## src/rtl/sine_pkg.sv

```systemverilog
// Shared frame-slot constants, config addresses and FSM states for the
// CORDIC sine sequencer.
package sine_pkg;

    localparam int         CORDIC_ITER = 8;
    // Frame slots: 255 load, 0..7 iterations, 8 output, 9..254 idle.
    localparam logic [7:0] PH_LOAD     = 8'd255;
    localparam logic [7:0] PH_OUT      = 8'(CORDIC_ITER);
    localparam logic [7:0] PH_IDLE     = PH_OUT + 8'd1;
    localparam logic [7:0] SAMPLE_MUTE = 8'd128;

    localparam logic [1:0] CFG_FREQ  = 2'd0;
    localparam logic [1:0] CFG_CTRL  = 2'd1;
    localparam logic [1:0] CFG_GLIDE = 2'd2;
    localparam logic [1:0] CFG_RSVD  = 2'd3;

    typedef enum logic [1:0] {
        IDLE,
        RUN,
        STOPPING
    } seq_state_t;

endpackage

```

## src/rtl/glide_step.sv

```systemverilog
// One portamento step: moves cur toward target by (target-cur)>>>shift,
// with a minimum step of one so the glide always lands exactly on target.
module glide_step #(
    parameter int FREQ_W = 13
) (
    input  logic [FREQ_W-1:0] cur,
    input  logic [FREQ_W-1:0] target,
    input  logic [2:0]        shift,
    output logic [FREQ_W-1:0] next_cur
);

    localparam int DW = FREQ_W + 1;

    logic signed [DW-1:0] diff;
    logic signed [DW-1:0] step;

    // The arithmetic shift never exceeds |diff|, so cur + step cannot overshoot or wrap.
    always_comb begin
        diff = $signed({1'b0, target}) - $signed({1'b0, cur});
        step = diff >>> shift;
        if (step == '0 && diff != '0) begin
            step = diff[DW-1] ? '1 : DW'(1);
        end
        next_cur = cur + step[FREQ_W-1:0];
    end

endmodule

```

## src/rtl/sine_sequencer.sv

```systemverilog
// Frame scheduler for the CORDIC sine generator: drives the subsample phase,
// glides the frequency increment once per frame and captures finished samples.
module sine_sequencer
    import sine_pkg::*;
#(
    parameter int         ACC_BITS        = 16,
    parameter logic [2:0] GLIDE_SHIFT_RST = 3'd4
) (
    input  logic                clk,
    input  logic                rst,
    input  logic                cfg_valid,
    output logic                cfg_ready,
    input  logic [1:0]          cfg_addr,
    input  logic [15:0]         cfg_data,
    output logic [7:0]          subsample_phase,
    output logic [ACC_BITS-4:0] freq_increment,
    input  logic [7:0]          sine_in,
    output logic [7:0]          sample_out,
    output logic                sample_valid,
    output logic                running
);

    localparam int FREQ_W = ACC_BITS - 3;

    seq_state_t        state;
    seq_state_t        state_next;
    logic [7:0]        phase_next;
    logic [FREQ_W-1:0] target;
    logic [FREQ_W-1:0] glided;
    logic [2:0]        glide_shift;
    logic              run;
    logic              glide_en;
    logic              frame_slot;
    logic              accept;
    logic              unused_cfg_bits;

    // The slot-9 edge of an active frame is where frequency and sample are updated;
    // config writes are held off there so they never race the glide update.
    assign frame_slot      = (state != IDLE) && (subsample_phase == PH_IDLE);
    assign cfg_ready       = !rst && !frame_slot;
    assign accept          = cfg_valid && cfg_ready;
    assign running         = (state != IDLE);
    assign unused_cfg_bits = ^cfg_data[15:FREQ_W];

    always_ff @(posedge clk) begin
        if (rst) begin
            state           <= IDLE;
            subsample_phase <= PH_IDLE;
        end else begin
            state           <= state_next;
            subsample_phase <= phase_next;
        end
    end

    always_comb begin
        state_next = state;
        phase_next = subsample_phase + 8'd1;
        case (state)
            IDLE: begin
                phase_next = PH_IDLE;
                if (run) begin
                    state_next = RUN;
                    phase_next = PH_LOAD;
                end
            end
            RUN: begin
                if (!run) state_next = STOPPING;
            end
            STOPPING: begin
                if (run) begin
                    state_next = RUN;
                end else if (subsample_phase == PH_IDLE) begin
                    state_next = IDLE;
                    phase_next = PH_IDLE;
                end
            end
            default: begin
                state_next = IDLE;
                phase_next = PH_IDLE;
            end
        endcase
    end

    always_ff @(posedge clk) begin
        if (rst) begin
            target      <= '0;
            run         <= 1'b0;
            glide_en    <= 1'b0;
            glide_shift <= GLIDE_SHIFT_RST;
        end else if (accept) begin
            case (cfg_addr)
                CFG_FREQ:  target <= cfg_data[FREQ_W-1:0];
                CFG_CTRL: begin
                    glide_en <= cfg_data[1];
                    run      <= cfg_data[0];
                end
                CFG_GLIDE: glide_shift <= cfg_data[2:0];
                CFG_RSVD:  ;
                default:   ;
            endcase
        end
    end

    glide_step #(
        .FREQ_W(FREQ_W)
    ) u_glide (
        .cur     (freq_increment),
        .target  (target),
        .shift   (glide_shift),
        .next_cur(glided)
    );

    // While idle the generator is not consuming the increment, so it may track freely.
    always_ff @(posedge clk) begin
        if (rst) begin
            freq_increment <= '0;
        end else if (state == IDLE || subsample_phase == PH_IDLE) begin
            freq_increment <= glide_en ? glided : target;
        end
    end

    // The final sample of a stop is still strobed out; the output mutes one cycle later.
    always_ff @(posedge clk) begin
        if (rst) begin
            sample_out   <= SAMPLE_MUTE;
            sample_valid <= 1'b0;
        end else begin
            sample_valid <= frame_slot;
            if (frame_slot) begin
                sample_out <= sine_in;
            end else if (state == IDLE) begin
                sample_out <= SAMPLE_MUTE;
            end
        end
    end

endmodule

```

## config.mk

```make
export PLATFORM = sky130hd
export DESIGN_NAME = sine_sequencer
export DESIGN_NICKNAME = d
export VERILOG_FILES = /design/src/rtl/sine_pkg.sv /design/src/rtl/glide_step.sv /design/src/rtl/sine_sequencer.sv
export SDC_FILE = /design/constraint.sdc
export NUM_CORES = 1
export LEC_CHECK = 0
export ABC_AREA = 1
export CORE_MARGIN = 8
export CORE_UTILIZATION = 57
export CTS_BUF_LIST = sky130_fd_sc_hd__clkbuf_16
export DETAILED_ROUTE_END_ITERATION = 6
export PLACE_DENSITY = 0.83
export SLEW_MARGIN = 0
export SYNTH_ARGS = -nofsm -noshare
export SYNTH_HDL_FRONTEND = slang
export SYNTH_SLANG_ARGS = --single-unit
```

## constraint.sdc

```tcl
create_clock -name clk -period 9.7 [get_ports clk]
set_input_delay 1.94 -clock clk [delete_from_list [all_inputs] [get_ports clk]]
set_output_delay 1.94 -clock clk [all_outputs]
set_load 0.005 [all_outputs]
```

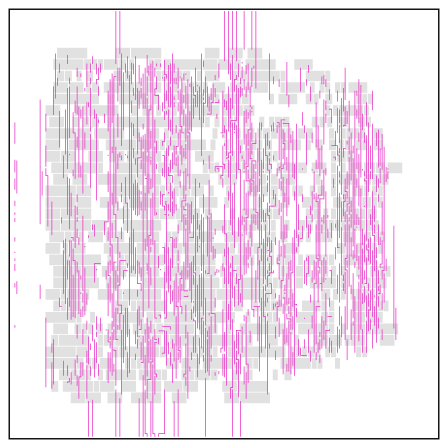
**Above:** run 1 (met2 routing).
Cells faint in the background.
longest straight run = 39.1 um
wire length on this layer = 5,510 um
share of all routed wire = 47%
nets with wire on the layer = 634
main direction = vertical

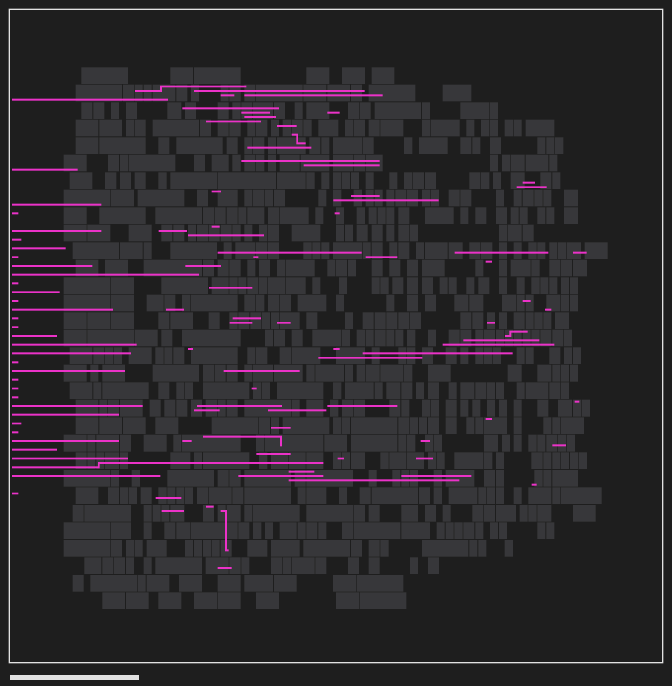
**Above:** run 1 (M3 wires).
Scale bar: 20 um. Cells faint in the background.
longest straight run = 34.7 um
nets with wire on the layer = 88

==> results.toml, run 1 <==
# yosys + openroad results
[place]
place_area_um2 = 4727
gp_congestion = 0.9521
post-dp-hpwl_mm = 9.324
io_buffer_count = 57
dp_cells = 797
dp_slack_ns = 4.159

[clocking]
cts_tree = "yes"
cts_setup_buffers = 0
clock-sinks = 50
cts_buffers = 5
htreeDepth = 2
path_clk_slew_ns = 0.07
post_cts_resized = 0
hold_buffers = 0
cts-root-buf = "clkbuf_16"
clock_latency_ns = 0.29
clk_path_buf_depth = 2

[global_route]
grt_pass1_vias = 4204
grt_max_degree = 27
grt_pass1_wl_mm = 19.22
antenna_found_initial = 0
globalRouteOverflowTotal = 0
grt_usage_pct = 22.96

[critical_path]
rrSetupSlack_ns = 5.44
max_stage_delay_ns = 0.82
path_buffers = 2
crit_type = "in -> out"
crit_cells = 3
worst_path_most_repeated_cell = "clkdlybuf4s50_1"
crit_fanout = 21
cpMaxStageDelayCell = "clkdlybuf4s50_1"
reg2reg_to = "freq_increment[10]"
crit_chain = "clkdlybuf4s50_1, nor2_1, clkdlybuf4s50_1"
end_kind = "primary output"
cp_top_family = "buffers and inverters"
cp.arrival_ns = 3.62
endpoint = "cfg_ready"
crit_required_ns = 7.76
reg2reg_from = "target[0]"
rr_worst_depth = 31
critPathLaunch = "rst"
critPathLaunchType = "input port"

[sta]
rsz0062_at_grt = "no"
finalCritPeriodShare_pct = 57.29
max_freq_mhz = 179.9
finalMaxSlewViolations = 0
fin_tns_setup_ns = 0
finalHoldViolCount = 0
tightest_slew_ns = 0.8079
slew_headroom_pct = 45.97
post-route-min-period_ns = 5.557
finClkSkew_ns = 0.005568
setup_viol = 0
whs_ns = 0.4401
layout_setup_ws_ns = 4.143

[final_layout]
post-route-util_pct = 68.22
area_growth_pct = 17.38
logic_gates = 492
final_cell_area_um2 = 4868
inverters_excl_clock = 98
sh_seq_area_pct = 20.56
mi_logic_area_um2 = 2656
n_clock_buffer = 5
drive_above_1_share_pct = 6.232
nFillCells = 654
buffer_area_share_pct = 11.87
num-nets-final = 763
diodes = 0
clock_cell_area_share_pct = 2.904
layout_top_cell = "nand2_1"
instances_no_fill = 805
regArea_um2 = 1001
buffers = 58
mostFrequentLayoutCells = "175 x nand2_1, 92 x inv_1, 85 x nand3_1, 66 x a21oi_1, 57 x clkdlybuf4s50_1"
comb_share_pct = 54.56
largest_class = "combinational gates"
flops = 50

[logic_synthesis]
postSynthCellCount = 660
ys_ff = 50
seq_area_frac_synth_pct = 24.13
synth-main-ff-cell = "dfxtp_1"
fp_nets = 718
synthesis.area_um2 = 4148
synthDistinctLibCells = 40
syn_avg_cell_area_um2 = 6.284
ys_area_um2 = 4148
synth-async-reset-ratio_pct = 0
synth_stat.cells = 660
edf_count = 0
yosys_warnings = 0

[detailed_routing]
detail-route-antenna-nets = 0
num_vias = 4471
drc = 0
dr.first_iter.drc_count = 244
vias_per_cell = 5.554
wl_mm = 11.69
wire_per_inst_um = 14.52
dr.pass1.iters = 5

[floorplanning]
die_width_um = 101.3
fp-row-count = 31
floorplan.core_util_pct = 58.12
io_pins = 61
nWellTaps = 99
die_height_um = 101.3
die_area_um2 = 10260
core_area_um2 = 7137

[power_and_ir_drop]
p_leak_nw = 2.295
p_per_area_nw_per_um2 = 134.9
finalPower_uw = 656.9
irDropWorstVdd_v = 0.0001111

[worst_hold_path]
hp-class = "reg -> reg"
worstHoldStart = "run"
hold_end = "state[1]"
holdPathStages = 1

[flow_run]
openroad.warnings = 30
maxCapViolations = 0

[status]
status = "completed"
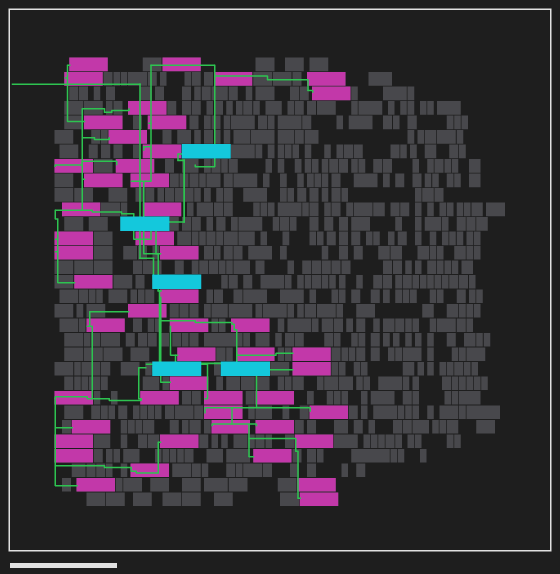
**Above:** run 1 (clock network drawn from the DEF).
Scale bar: 20 um.
flip-flops -> magenta  # count 50
clock wires -> green  # length 612 um
clock-net drivers -> cyan  # count 5
routed clock nets = 6

## run 1: per-layer routing
layer / global-route usage, % / share of wire [%]
met5: 0 / 0
met4: 7.331 / 2.0
met3: 4.261 / 7.1
met2: 40.03 / 47
met1: 27.68 / 44
## run 1: synth_stat cells (2+ instances only)
cell type	count	area, um2
a21oi_2	2	17.52
nand4_1	8	50.05
fa_1	2	40.04
buf_6	4	45.04
a211oi_1	2	15.01
a21oi_1	66	330.3
xor2_1	8	70.07
nand3_1	85	425.4
dfxtp_1	50	1001
nand2_2	10	62.56
nand3b_1	3	22.52
clkbuf_1	9	33.78
nor2_1	31	116.4
xnor2_1	2	17.52
nand2_1	175	656.9
a31oi_1	2	12.51
nor2_2	6	37.54
inv_2	6	22.52
o211ai_1	4	30.03
a22oi_1	2	15.01
inv_1	92	345.3
o21ai_0	29	145.1
ha_1	27	337.8
clkbuf_4	2	15.01
a32o_1	4	40.04
nand3_2	11	110.1
nor3_1	4	20.02
buf_4	2	15.01
## run 1: flip-flops by register name, summed over array words and instances, names as in the netlist
name             count
run                  1
glide_en             1
state                2
sample_out           8
subsample_phase      8
target              13
glide_shift          3
sample_valid         1
freq_increment      13
## run 1: kinds of logic after synthesis
| group | after synthesis | synth area share, % |
|---|---|---|
| AND-OR/OR-AND | 117 | 15.78 |
| XOR/XNOR | 10 | 2.112 |
| adder cells (fa/ha/maj) | 29 | 9.110 |
| buffers and inverters | 118 | 11.82 |
| flip-flops | 50 | 24.13 |
| AND/OR/NAND/NOR | 336 | 37.04 |
## run 1: power breakdown
part	switching, mW	leakage, nW	internal (mW)
Sequential	0.00732	0.405	0.210
Combinational	0.168	1.82	0.0998
Clock	0.0770	0.0689	0.0944
Total	0.252	2.30	0.405
--- run 2 (diff from run 1) ---
CORE_UTILIZATION = 50   (was 57)
PLACE_DENSITY = 0.77   (was 0.83)
clock period = 4.8 ns   (was 9.7 ns; I/O delays follow)
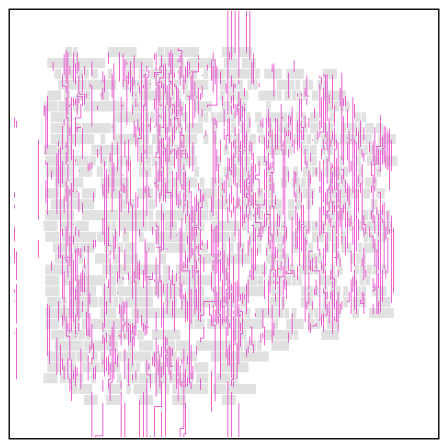
**Above:** run 2 (met2 routing).
Cells faint in the background.
met2 Use GR: 34.07%
WL final: 11.76 mm
via count: 4,440

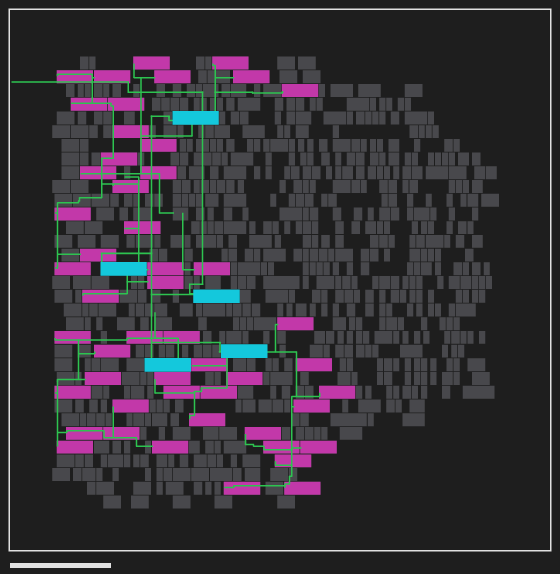
**Above:** run 2 (clock network drawn from the DEF).
Scale bar: 20 um.
flip-flops -> magenta  # count 50
clock wires -> green  # length 630 um
clock-net drivers -> cyan  # count 5
routed clock nets = 6

==> run 2 against run 1 <==
Against the previous run:
- sequential power is 100% higher
- first-iteration DRC count is 8.6% higher
- critical endpoint is now freq_increment[12]
- setup slack worse by 3.7 ns
- register-to-register slack worse by 5.0 ns
- die size is 12% higher
- via count is 0.69% lower
- area after synthesis stayed put
- synthesized cell count stayed put
==> results.toml, run 2 <==
# yosys + openroad results
[status]
status = "completed"

[floorplanning]
die_width_um = 107.1
core_area_um2 = 8134
die_area_um2 = 11470
die_height_um = 107.1

[detailed_routing]
met2WireLength_mm = 5.388
dr.pass1.iters = 5
drc = 0
wl_met1_mm = 5.301
routed.top_layer = "met4"
vias_per_cell = 5.468
dr.first_iter.drc_count = 265
wl_met3_um = 867
wire_per_inst_um = 14.49

[critical_path]
crit_cells = 30
crit_fanout = 4
rrSetupSlack_ns = 0.48
cpMaxStageDelayCell = "fa_1"
reg2reg_to = "freq_increment[12]"
max_stage_delay_ns = 0.41
path_buffers = 4
cp.arrival_ns = 4.54
rr_worst_depth = 30
crit_type = "reg -> reg"
cp_top_family = "simple AND/OR/NAND/NOR gates"

[power_and_ir_drop]
p_comb_share_pct = 40.8
power.internal_uw = 821.3
swShare_pct = 38.65
pwr-share-seq_pct = 32.8
finalPower_mw = 1.339
p_leak_nw = 2.299
p_per_area_nw_per_um2 = 273.8

[sta]
fin_tns_setup_ns = 0
slew_headroom_pct = 48.84
max_freq_mhz = 231.7
finalMaxSlewViolations = 0

[clocking]
htreeDepth = 2
hold_buffers = 0
path_clk_slew_ns = 0.07
cts-root-buf = "clkbuf_16"
clk_path_buf_depth = 2

[final_layout]
drive_above_1_share_pct = 6.648
top_regs = "freq_increment (13), target (13)"
num-nets-final = 764
area_growth_pct = 17.89

[logic_synthesis]
fp_nets = 718
synth-main-ff-cell = "dfxtp_1"
synthesis.area_um2 = 4148
yosysMostFrequentCell = "nand2_1"
logic_family = "simple AND/OR/NAND/NOR gates"
synthDistinctLibCells = 40
ys_ff = 50
top_cells_by_area = "dfxtp_1 24%, nand2_1 16%, nand3_1 10%"
top_area_cell = "dfxtp_1"
common_cells = "175 x nand2_1, 92 x inv_1, 85 x nand3_1"
edf_count = 0
synth-adder-area-share_pct = 9.110
muxShareOfSynthArea_pct = 0
syn_avg_cell_area_um2 = 6.284
ys_sh_xor_pct = 2.112

[global_route]
grt_usage_pct = 20.83
grt_pass1_wl_mm = 19.80
globalRouteOverflowTotal = 0
grt.met3_usage_pct = 5.039
grt_pass1_vias = 4245

[place]
gp_congestion = 0.9429
io_buffer_count = 57
dp_cells = 804
place_area_um2 = 4742

[flow_run]
openroad.warnings = 30
maxCapViolations = 0
run 2: cell counts after synthesis:
No cell type changed its count.
run 2: cell families after synthesis:
group	count (synthesis)
AND-OR/OR-AND	117
XOR/XNOR	10
adder cells (fa/ha/maj)	29
buffers and inverters	118
flip-flops	50
AND/OR/NAND/NOR	336
run 2: power groups by stage:
stage | Sequential (mW) | Clock, mW | Combinational (mW)
4_1_cts | 0.439 | 0.359 | 0.540
6_report | 0.439 | 0.353 | 0.546
2_1_floorplan | 0.442 | 0 | 0.415
3_5_place_dp | 0.448 | 0 | 0.536
3_3_place_gp | 0.448 | 0 | 0.520
5_1_grt | 0.441 | 0.375 | 0.619
run 2: what timing repair did:
item / in CTS / in global routing
endpoints found under the hold margin: 0 / 0
setup endpoints to repair: 0 / 1
gates resized: 0 / 1
run 2: area by class of cell:
type                            instances  area (um2)
Clock buffer                            5       125.1
Tap cell                              105       131.4
Timing Repair Buffer                   59       585.6
Clock inverter                          3       20.02
Fill cell                             778        3244
Multi-Input combinational cell        492        2659
Inverter                               98       367.9
Sequential cell                        50        1001
run 2: worst min path at each step:
| stage | from | endpoint | slack (ns) |
|---|---|---|---|
| final | run | state[1] | 0.45 |
| after global routing | run | state[1] | 0.46 |
| after CTS | run | state[1] | 0.45 |
| after detailed placement | run | state[1] | 0.43 |
| after global placement | run | state[1] | 0.43 |
| after floorplan | run | state[1] | 0.40 |
run 2: stage by stage:
stage          hold slack (ns)  worst slack (ns)
4_1_cts                 0.4476            0.4755
5_1_grt                 0.4622           0.04280
3_5_place_dp            0.4317            0.5167
6_report                0.4495            0.4846
2_1_floorplan           0.4034             1.193
3_3_place_gp            0.4283            0.6281
--- run 3 (diff from run 2) ---
SLEW_MARGIN = 20   (was 0)
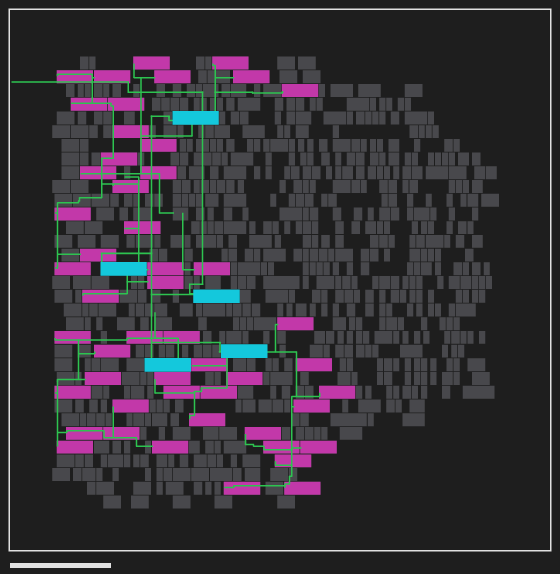
**Above:** run 3 (clock network drawn from the DEF).
Scale bar: 20 um.
clock-net drivers -> cyan  # count 5
clock wires -> green  # length 630 um
flip-flops -> magenta  # count 50
routed clock nets = 6

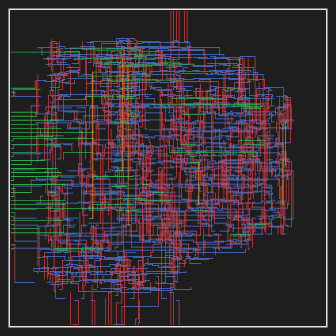
**Above:** run 3 (metal layers overlaid).
M4 -> orange  # wire length 207 um
M3 -> green  # wire length 868 um
M1 -> blue  # wire length 5,300 um
M2 -> red  # wire length 5,390 um

==> run 3 against run 2 <==
Against the previous run:
- setup slack did not move
- core utilization did not move
- final cell count did not move
- wire length did not move
- non-clock buffer count did not move
- area after synthesis did not move
- sequential share of layout area did not move
- critical path type unchanged
==> results.toml, run 3 <==
# yosys + openroad results
[global_route]
grt_pass1_wl_mm = 19.80
grt_usage_pct = 20.83
grt.met3_usage_pct = 5.039
grt_max_degree = 27
met2_usage_pct = 34.07
grt_pass1_vias = 4245
globalRouteOverflowTotal = 0

[power_and_ir_drop]
p_per_area_nw_per_um2 = 273.8
pwr-share-seq_pct = 32.8
power.internal_uw = 821.3
p_leak_nw = 2.299
irDropWorstVdd_v = 0.0002924
finalPower_mw = 1.339
swShare_pct = 38.65
p_comb_share_pct = 40.8

[logic_synthesis]
synth_stat.cells = 660
top_cells_by_area = "dfxtp_1 24%, nand2_1 16%, nand3_1 10%"
synthDistinctLibCells = 40
fp_nets = 718
edf_count = 0
top_area_cell = "dfxtp_1"
common_cells = "175 x nand2_1, 92 x inv_1, 85 x nand3_1"
synth-main-ff-cell = "dfxtp_1"
ys_ff = 50
yosysMostFrequentCell = "nand2_1"
syn_avg_cell_area_um2 = 6.284
synthesis.area_um2 = 4148

[sta]
setup_viol = 0
fin_tns_setup_ns = 0
max_freq_mhz = 231.7
tightest_slew_ns = 0.7645
whs_ns = 0.4495
slew_headroom_pct = 48.84
finalMaxSlewViolations = 0

[critical_path]
cp_top_family = "simple AND/OR/NAND/NOR gates"
rrSetupSlack_ns = 0.48
path_buffers = 4
cpMaxStageDelayCell = "fa_1"
crit_fanout = 4
max_stage_delay_ns = 0.41
reg2reg_to = "freq_increment[12]"
worst_path_most_repeated_cell = "nand3_1"
cp.arrival_ns = 4.54
crit_type = "reg -> reg"
rr_worst_depth = 30

[detailed_routing]
detail-route-antenna-nets = 0
wl_mm = 11.76
drc = 0
num_vias = 4440
vias_per_cell = 5.468
dr.pass1.iters = 5
wl_met3_um = 867
wire_per_inst_um = 14.49
wl_met1_mm = 5.301
met2WireLength_mm = 5.388
routed.top_layer = "met4"
dr.first_iter.drc_count = 265

[place]
dp_cells = 804
gp_congestion = 0.9429
place_area_um2 = 4742
io_buffer_count = 57

[final_layout]
num-nets-final = 764
top_regs = "freq_increment (13), target (13)"
drive_above_1_share_pct = 6.648
nFillCells = 778
area_growth_pct = 17.89
instances_no_fill = 812

[floorplanning]
die_height_um = 107.1
die_area_um2 = 11470
die_width_um = 107.1
floorplan.core_util_pct = 50.99
core_area_um2 = 8134

[worst_hold_path]
worstHoldStart = "run"
hp-class = "reg -> reg"
hold_end = "state[1]"

[clocking]
path_clk_slew_ns = 0.07
clk_path_buf_depth = 2
cts-root-buf = "clkbuf_16"
cts_setup_buffers = 0
htreeDepth = 2

[flow_run]
openroad.warnings = 30
maxCapViolations = 0

[status]
status = "completed"
-- run 3: cell counts in the layout (fill, tap and decap cells not counted) --
Identical to the previous run, type by type.
-- run 3: power by group through the flow --
stage,Sequential (mW),Combinational (mW),Clock (mW)
floorplan,0.442,0.415,0
global placement,0.448,0.520,0
detailed placement,0.448,0.536,0
CTS,0.439,0.540,0.359
global route,0.441,0.619,0.375
finish,0.439,0.546,0.353
-- run 3: cell families after synthesis --
family,after synthesis,share of synthesized area [%]
fa+ha+maj,29,9.110
flops,50,24.13
simple gates,336,37.04
buf+inv,118,11.82
xor+xnor,10,2.112
compound gates,117,15.78
-- run 3: worst max path at each step --
stage / startpoint / endpoint / cells past startpoint
2_1_floorplan: target[0] / freq_increment[12] / 30
3_3_place_gp: target[0] / freq_increment[12] / 30
3_5_place_dp: freq_increment[8] / freq_increment[12] / 27
4_1_cts: freq_increment[8] / freq_increment[12] / 27
5_1_grt: target[0] / freq_increment[12] / 30
6_report: target[0] / freq_increment[12] / 30
-- run 3: final cells by class --
type                    instances  area, um2  share of cell area, %
clock buffers                   5      125.1                  2.559
flip-flops and latches         50       1001                  20.47
multi-input cells             492       2659                  54.38
well taps                     105      131.4                  2.687
clock inverters                 3      20.02                 0.4094
repair buffers                 59      585.6                  11.98
inverters                      98      367.9                  7.523
-- run 3: through the flow --
step / utilization (%) / worst slack, ns
6_report: 60.11 / 0.4846
5_1_grt: 60.11 / 0.04280
4_1_cts: 60.08 / 0.4755
3_5_place_dp: 58.30 / 0.5167
3_3_place_gp: 58.30 / 0.6281
2_1_floorplan: - / 1.193
-- run 3: what timing repair did --
item | CTS | global route
setup endpoints to repair | 0 | 1
gates resized | 0 | 1
hold buffers | 0 | 0
Power figures rest on the tool's default switching activity, not on a simulated workload.
